--- config.mk ---
export PLATFORM = sky130hd
export DESIGN_NAME = fetch_unit
export DESIGN_NICKNAME = d
export VERILOG_FILES = /design/src/rtl/fetch_unit.sv
export SDC_FILE = /design/constraint.sdc
export NUM_CORES = 1
export LEC_CHECK = 0
export CORE_ASPECT_RATIO = 2
export CORE_MARGIN = 4
export CORE_UTILIZATION = 45
export CTS_BUF_LIST = sky130_fd_sc_hd__clkbuf_2
export CTS_CLUSTER_SIZE = 25
export DETAILED_ROUTE_END_ITERATION = 16
export PLACE_DENSITY = 0.79
export SKIP_LAST_GASP = 1
export SYNTH_ARGS = -nofsm -noshare
export SYNTH_HDL_FRONTEND = slang
export SYNTH_SLANG_ARGS = --single-unit
--- constraint.sdc ---
create_clock -name clk -period 1.9 [get_ports clk]
set_clock_uncertainty 0.05 [all_clocks]
set_input_delay 0.475 -clock clk [delete_from_list [all_inputs] [get_ports clk]]
set_output_delay 0.475 -clock clk [all_outputs]
set_load 0.005 [all_outputs]
--- src/rtl/fetch_unit.sv ---
// Instruction fetch stage: owns the PC, reads instruction memory, holds the IR
// for decode under a valid/ready handshake, and parks on the halt word.
module fetch_unit #(
  localparam int WORD_SIZE = 16,
  parameter logic [WORD_SIZE-1:0] RESET_PC  = 16'h0000,
  parameter logic [WORD_SIZE-1:0] HALT_WORD = 16'h0000
) (
  input  logic                 clk,
  input  logic                 rst,
  output logic [WORD_SIZE-1:0] pointer,
  input  logic [WORD_SIZE-1:0] instr_in,
  input  logic                 branch_en,
  input  logic [WORD_SIZE-1:0] branch_target,
  input  logic                 instr_ready,
  output logic [WORD_SIZE-1:0] instr_out,
  output logic [WORD_SIZE-1:0] instr_pc,
  output logic                 instr_valid,
  output logic                 halted
);

  typedef enum logic [0:0] {
    RUN    = 1'b0,
    HALTED = 1'b1
  } state_e;

  state_e               state, state_nxt;
  logic [WORD_SIZE-1:0] pc_p0, pc_nxt;
  logic [WORD_SIZE-1:0] ir_p1, ir_nxt;
  logic [WORD_SIZE-1:0] ir_pc_p1, ir_pc_nxt;
  logic                 vld_p1, vld_nxt;
  logic                 advance;
  logic                 xfer;

  // Sequential increment; rolls over from all-ones to zero silently.
  function automatic logic [WORD_SIZE-1:0] pc_inc(input logic [WORD_SIZE-1:0] pc);
    return pc + {{(WORD_SIZE-1){1'b0}}, 1'b1};
  endfunction

  assign advance = (state == RUN) && (!vld_p1 || instr_ready);
  assign xfer    = vld_p1 && instr_ready;

  always_comb begin
    state_nxt = state;
    pc_nxt    = pc_p0;
    ir_nxt    = ir_p1;
    ir_pc_nxt = ir_pc_p1;
    vld_nxt   = vld_p1;
    unique case (state)
      RUN: begin
        if (branch_en) begin
          // Redirect drops whatever sits in the IR, even if decode is stalled.
          pc_nxt  = branch_target;
          vld_nxt = 1'b0;
        end else if (advance) begin
          if (instr_in == HALT_WORD) begin
            vld_nxt   = 1'b0;
            state_nxt = HALTED;
          end else begin
            ir_nxt    = instr_in;
            ir_pc_nxt = pc_p0;
            vld_nxt   = 1'b1;
            pc_nxt    = pc_inc(pc_p0);
          end
        end
      end
      HALTED: begin
        if (xfer) vld_nxt = 1'b0;
      end
      default: state_nxt = RUN;
    endcase
  end

  // PC / IR stage boundary
  always_ff @(posedge clk or posedge rst) begin
    if (rst) begin
      state    <= RUN;
      pc_p0    <= RESET_PC;
      ir_p1    <= '0;
      ir_pc_p1 <= '0;
      vld_p1   <= 1'b0;
    end else begin
      state    <= state_nxt;
      pc_p0    <= pc_nxt;
      ir_p1    <= ir_nxt;
      ir_pc_p1 <= ir_pc_nxt;
      vld_p1   <= vld_nxt;
    end
  end

  assign pointer     = pc_p0;
  assign instr_out   = ir_p1;
  assign instr_pc    = ir_pc_p1;
  assign instr_valid = vld_p1;
  assign halted      = (state == HALTED);

endmodule

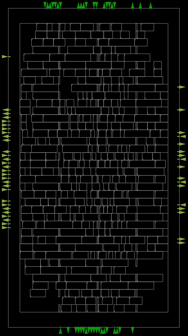
**Above:** run 1 (placement view).
flip-flop and latch count: 50
fill cell count: 350
sequential share of cell area: 30.2%
final core occ: 76.0%
number of rows in the core area: 38

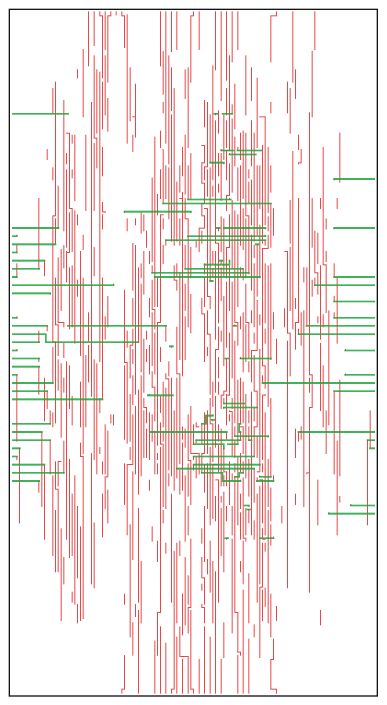
**Above:** run 1 (metal layers overlaid).
Scale: 6 px per micron. Two of the layers only.
- red: M2 (wire length 4620 microns)
- green: M3 (wire length 555 microns)

==> results.txt, run 1 <==
Implementation results

Relative to the synthesized area, the layout overhead comes to 63.9%. The TritonCTS clock tree is yes. Setup repair after global routing could not meet its margin everywhere. On the worst path, the slowest cell contributes a delay of around 650 ps. The setup slack of the critical path after layout is -161 ps.

Synthesis inferred 50 register bits. At floorplan, the net count of the design was reported as about 250. The critical register-to-register path endpoint is pointer[11]$_DFFE_PP0P_. The number of levels in the clock H-tree is 2.

The synthesized design spends more area on one cell type than any other, namely sky130_fd_sc_hd__dfrtp_1. The number of buffers inserted for hold repair after clock tree synthesis is 0. The mapped cell area is roughly 2500 sq um. The die height is between 100 and 150 microns. The post-synth tally of flip-flops with integrated enable is 0.

The number of logic stages on the critical path including buffering is 5. The HPWL after detailed placement is 5130 microns. The origin of the critical flop-to-flop path is pointer[10]$_DFFE_PP0P_. A synthesized cell averages 11.9 sq um. For this run, the final setup violation count is recorded as approximately 42. The portion of total power attributed to sequential cells is 46.5%. Per the post-place timing report, worst setup slack is -1070 ps. The detail route stage leaves a number of antenna-violating nets equal to 0. The count of yosys warnings during synthesis is 0.

The worst setup path is launched from an input port. The final count of pins violating max slew is 0. The completed layout was analyzed and its total power is around 2.8 mW. The proportion of register bits with asynchronous set or reset after synthesis is 100%. The count of clock tree sinks is around 50.

The data required time of the worst path is 2170 ps. The share of the cycle needed by the critical path after routing is 108%. After the first detailed-routing iteration, the DRC count stood at between 100 and 150.

The final antenna diode count is 0. Looking at the worst setup and hold paths, the clock pins of their registers show a slew of between 200 and 300 ps. The checks that failed: negative setup slack. The tree is rooted in a sky130_fd_sc_hd__clkbuf_2. The run finished, with violations left. The chip occupies about 7000 sq um. At the worst endpoint, the arrival time is approximately 2300 ps. The shortest period the worst path allows is 2060 ps. Counting along the longest clock path gives a buffer depth of 2. The share of the Yosys chip area taken by registers is 49.3%.

The most common flop cell mapped by yosys is sky130_fd_sc_hd__dfrtp_1. Per the STA report, the cell with the highest stage delay on the worst path is sky130_fd_sc_hd__or4_4. For the worst-skew pair, the clock arrives at the later sink with an insertion delay of ~430 ps.

In this run switching power makes up approximately 29% of total power. Max-cap violations in this run came to 0. The clock share of power is ~15%. Cell internal power was estimated by the tool at between 1.5 and 2 mW. The worst-case IR drop observed on VDD is around 0.00065 V.
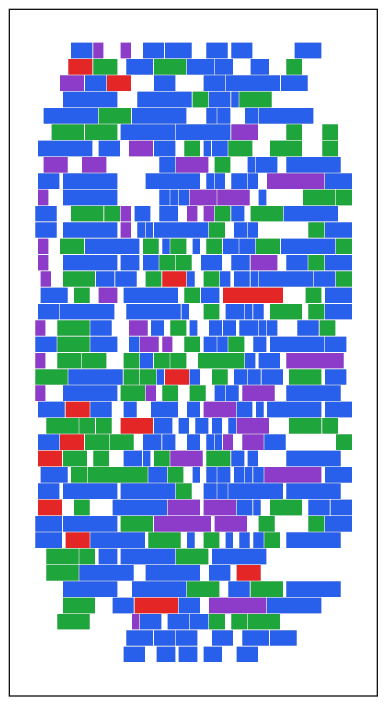
**Above:** run 1 (drive-strength map).
Scale: 6 px per micron.
- red: x6 and larger (cells 13)
- purple: x2 (cells 42)
- blue: x1 and smaller (cells 210)
- green: x3 and x4 (cells 97)

run 1: per-layer routing:
metal / GRT usage [%] / wire (microns) / vias up
li1: - / - / 1120
met1: 24.4 / 2680 / 1192
met2: 42.4 / 4620 / 124
met3: 5.08 / 555 / 27
met4: 10.6 / 268 / 0
met5: 0 / 0 / -
run 1: power groups by stage:
stage                     Sequential, mW  Clock [mW]  Combinational [mW]
after global placement              1.35           0               0.901
after floorplan                     1.37           0               0.373
after CTS                           1.32       0.426                1.02
after global routing                1.33       0.454                1.17
after detailed placement            1.36           0               0.918
final                               1.31       0.416                1.09
run 1: registers in the layout, summed over array words and instances, names as in the netlist:
| signal | flops |
|---|---|
| instr_valid | 1 |
| halted | 1 |
| instr_pc | 16 |
| pointer | 16 |
| instr_out | 16 |
run 1: placed cells by master, fill, tap and decap left out, drive strengths merged, types with 6 or more instances in the layout:
cell and count:
clkdlybuf4s50 38, dlygate4sd2 9, nand3 7, clkbuf 11, buf 73, mux2 32, nor2 14, nor3 8
inv 6, a311oi 9, nand2 7, and3 10, dfrtp 50, dlymetal6s2s 22
run 1: worst reg2reg max path, cell delays in order (launching register included):
cell	delay [ps]
sky130_fd_sc_hd__dfrtp_1	410
sky130_fd_sc_hd__buf_4	140
sky130_fd_sc_hd__nand3_1	130
sky130_fd_sc_hd__nor4_1	570
sky130_fd_sc_hd__a31oi_4	160
sky130_fd_sc_hd__a221o_1	360
run 1: how the worst min path moves through the flow:
stage,startpoint,endpoint,depth (start not counted)
CTS,instr_in[7],instr_out[7]$_DFFE_PP0P_,2
floorplan,instr_out[12]$_DFFE_PP0P_,instr_out[12]$_DFFE_PP0P_,1
finish,instr_in[11],instr_out[11]$_DFFE_PP0P_,2
detailed placement,instr_out[6]$_DFFE_PP0P_,instr_out[6]$_DFFE_PP0P_,1
global route,instr_in[11],instr_out[11]$_DFFE_PP0P_,2
global placement,instr_out[13]$_DFFE_PP0P_,instr_out[13]$_DFFE_PP0P_,1
run 1: stage by stage:
stage	instance area [sq um]	cells	TNS (ps)	hold slack, ps	utilization, %
3_5_place_dp	3630	376	-48920	445	66.5
5_1_grt	4160	422	-4800	204	76.0
2_1_floorplan	2560	213	-26000	455	-
4_1_cts	3940	408	-3990	214	72.1
6_report	4160	422	-4980	219	76.0
3_3_place_gp	3630	376	-46800	439	66.5
run 1: cells by family (layout without fill, tap and decap cells):
logic type,count (synthesis),in the layout,share of synthesized area (%)
compound gates,43,43,13.0
fa+ha+maj,1,1,0.493
flops,50,50,49.3
buf+inv,18,163,3.90
simple gates,69,73,14.9
mux,32,32,18.3
run 1: layout make-up:
| class | count | area [sq um] |
|---|---|---|
| repair buffers | 149 | 1400 |
| multi-input cells | 149 | 1370 |
| fillers | 350 | 1310 |
| flip-flops and latches | 50 | 1260 |
| well taps | 60 | 75.1 |
| clock buffers | 6 | 30.0 |
| inverters | 6 | 22.5 |
| clock inverters | 2 | 8.76 |
run 1: what timing repair did:
action / CTS / global route
pin swaps: 8 / 6
resized: 85 / 44
setup endpoints to repair: 68 / 75
buffers inserted: 19 / 14
cloned: 5 / 0
## Run 2: what changed since run 1
--- a/config.mk
+++ b/config.mk
@@ -5,7 +5,7 @@
 export SDC_FILE = /design/constraint.sdc
 export NUM_CORES = 1
 export LEC_CHECK = 0
-export CORE_ASPECT_RATIO = 2
+export CORE_ASPECT_RATIO = 0.75
 export CORE_MARGIN = 4
 export CORE_UTILIZATION = 45
 export CTS_BUF_LIST = sky130_fd_sc_hd__clkbuf_2
==> results.txt, run 2 <==
Implementation results

The placed wire-length estimate after detailed placement is 5180 microns (was 5130 microns). The number of DRC markers in iteration 0 is 126 (was 115). The share of the cycle needed by the critical path after routing is 108% (about the same). The worst-skew pair later-pin latency is 450 ps (was 430 ps).

The proportion of register bits with asynchronous set or reset after synthesis is 100% (unchanged). The overall chip area came to 6920 sq um (was 6980 sq um). Result of the run: finished with violations (unchanged). The setup slack of the critical path after layout was -151 ps (was -161 ps).

The type of origin of the critical path is an input port (unchanged). The portion of total power attributed to sequential cells was 46.9% (was 46.5%). The number of buffers between clock root and the deepest sink came to 2 (unchanged). The library cell contributing the largest single delay on the critical path is sky130_fd_sc_hd__or4_4 (unchanged). The average footprint of a synthesized cell was 11.9 sq um (unchanged). The max-cap violation count is 0 (unchanged).

The number of nets still failing antenna checks after routing came to 0 (unchanged). Setup repair after global routing missed its margin: yes (unchanged). The wire length on met2 was 3940 microns (was 4620 microns).

The mapped cell area is 2540 sq um (unchanged). The data required time of the worst path is 2200 ps (was 2170 ps). Violated checks: negative setup slack (unchanged). The final-report setup violation count was 48 (was 42).
-- run 2: critical path, delay by kind of cell --
kind / cells / cell delay [ps]
compound gates: 2 / 310
buf+inv: 3 / 390
simple gates: 2 / 1160
-- run 2: final timing paths --
path,from,to
max,instr_in[7],pointer[10]$_DFFE_PP0P_
min,instr_in[1],instr_out[1]$_DFFE_PP0P_
max reg2reg,instr_valid$_DFFE_PP0P_,pointer[1]$_DFFE_PP0P_
min reg2reg,instr_pc[15]$_DFFE_PP0P_,instr_pc[15]$_DFFE_PP0P_
max in group asynchronous,rst,pointer[2]$_DFFE_PP0P_
min in group asynchronous,rst,instr_out[0]$_DFFE_PP0P_
-- run 2: final cells by class --
class	count	share of cell area (%)
clock buffers	6	0.729
clock inverters	2	0.213
well taps	75	2.28
flip-flops and latches	50	30.5
repair buffers	155	34.1
inverters	6	0.547
multi-input cells	149	31.6
-- run 2: metal layers --
metal  global-route usage (%)  vias up
met5                        0        -
met4                     9.44        0
met3                     5.26       26
met2                     40.9      129
met1                     31.8     1220
li1                         -     1126
-- run 2: power by group through the flow --
stage	sequential, mW	combinational (mW)	clock (mW)
2_1_floorplan	1.37	0.373	0
3_3_place_gp	1.35	0.903	0
3_5_place_dp	1.36	0.926	0
4_1_cts	1.32	1.02	0.435
5_1_grt	1.33	1.14	0.483
6_report	1.31	1.06	0.427
-- run 2: through the flow --
step	area (sq um)	worst slack, ps	cells
2_1_floorplan	2560	-633	213
5_1_grt	4120	-146	443
3_5_place_dp	3700	-1020	397
6_report	4120	-151	443
3_3_place_gp	3700	-994	397
4_1_cts	3950	-156	432
-- run 2: logic make-up after synthesis --
kind of cell | count (synthesis) | synth area share (%)
flip-flops | 50 | 49.3
AND-OR/OR-AND | 43 | 13.0
multiplexers | 32 | 18.3
AND/OR/NAND/NOR | 69 | 14.9
buffers and inverters | 18 | 3.90
adder cells (fa/ha/maj) | 1 | 0.493
-- run 2: timing repair --
action                                  CTS  global route
pin swaps                                13             9
hold buffers                              0             0
gates resized                            85            38
endpoints found under the setup margin   80            76
setup buffers                            23            11
cloned                                    4             0
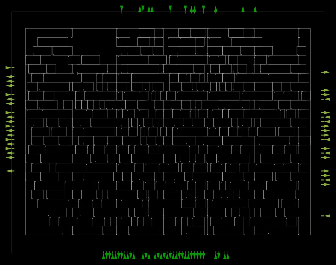
**Above:** run 2 (placement view).
final core occ: 76.1%
sequential share of cell area: 30.5%
number of rows in the core area: 23
core area: 5410 sq um
fill cell count: 368

Power is estimated from default activity; no workload was simulated.
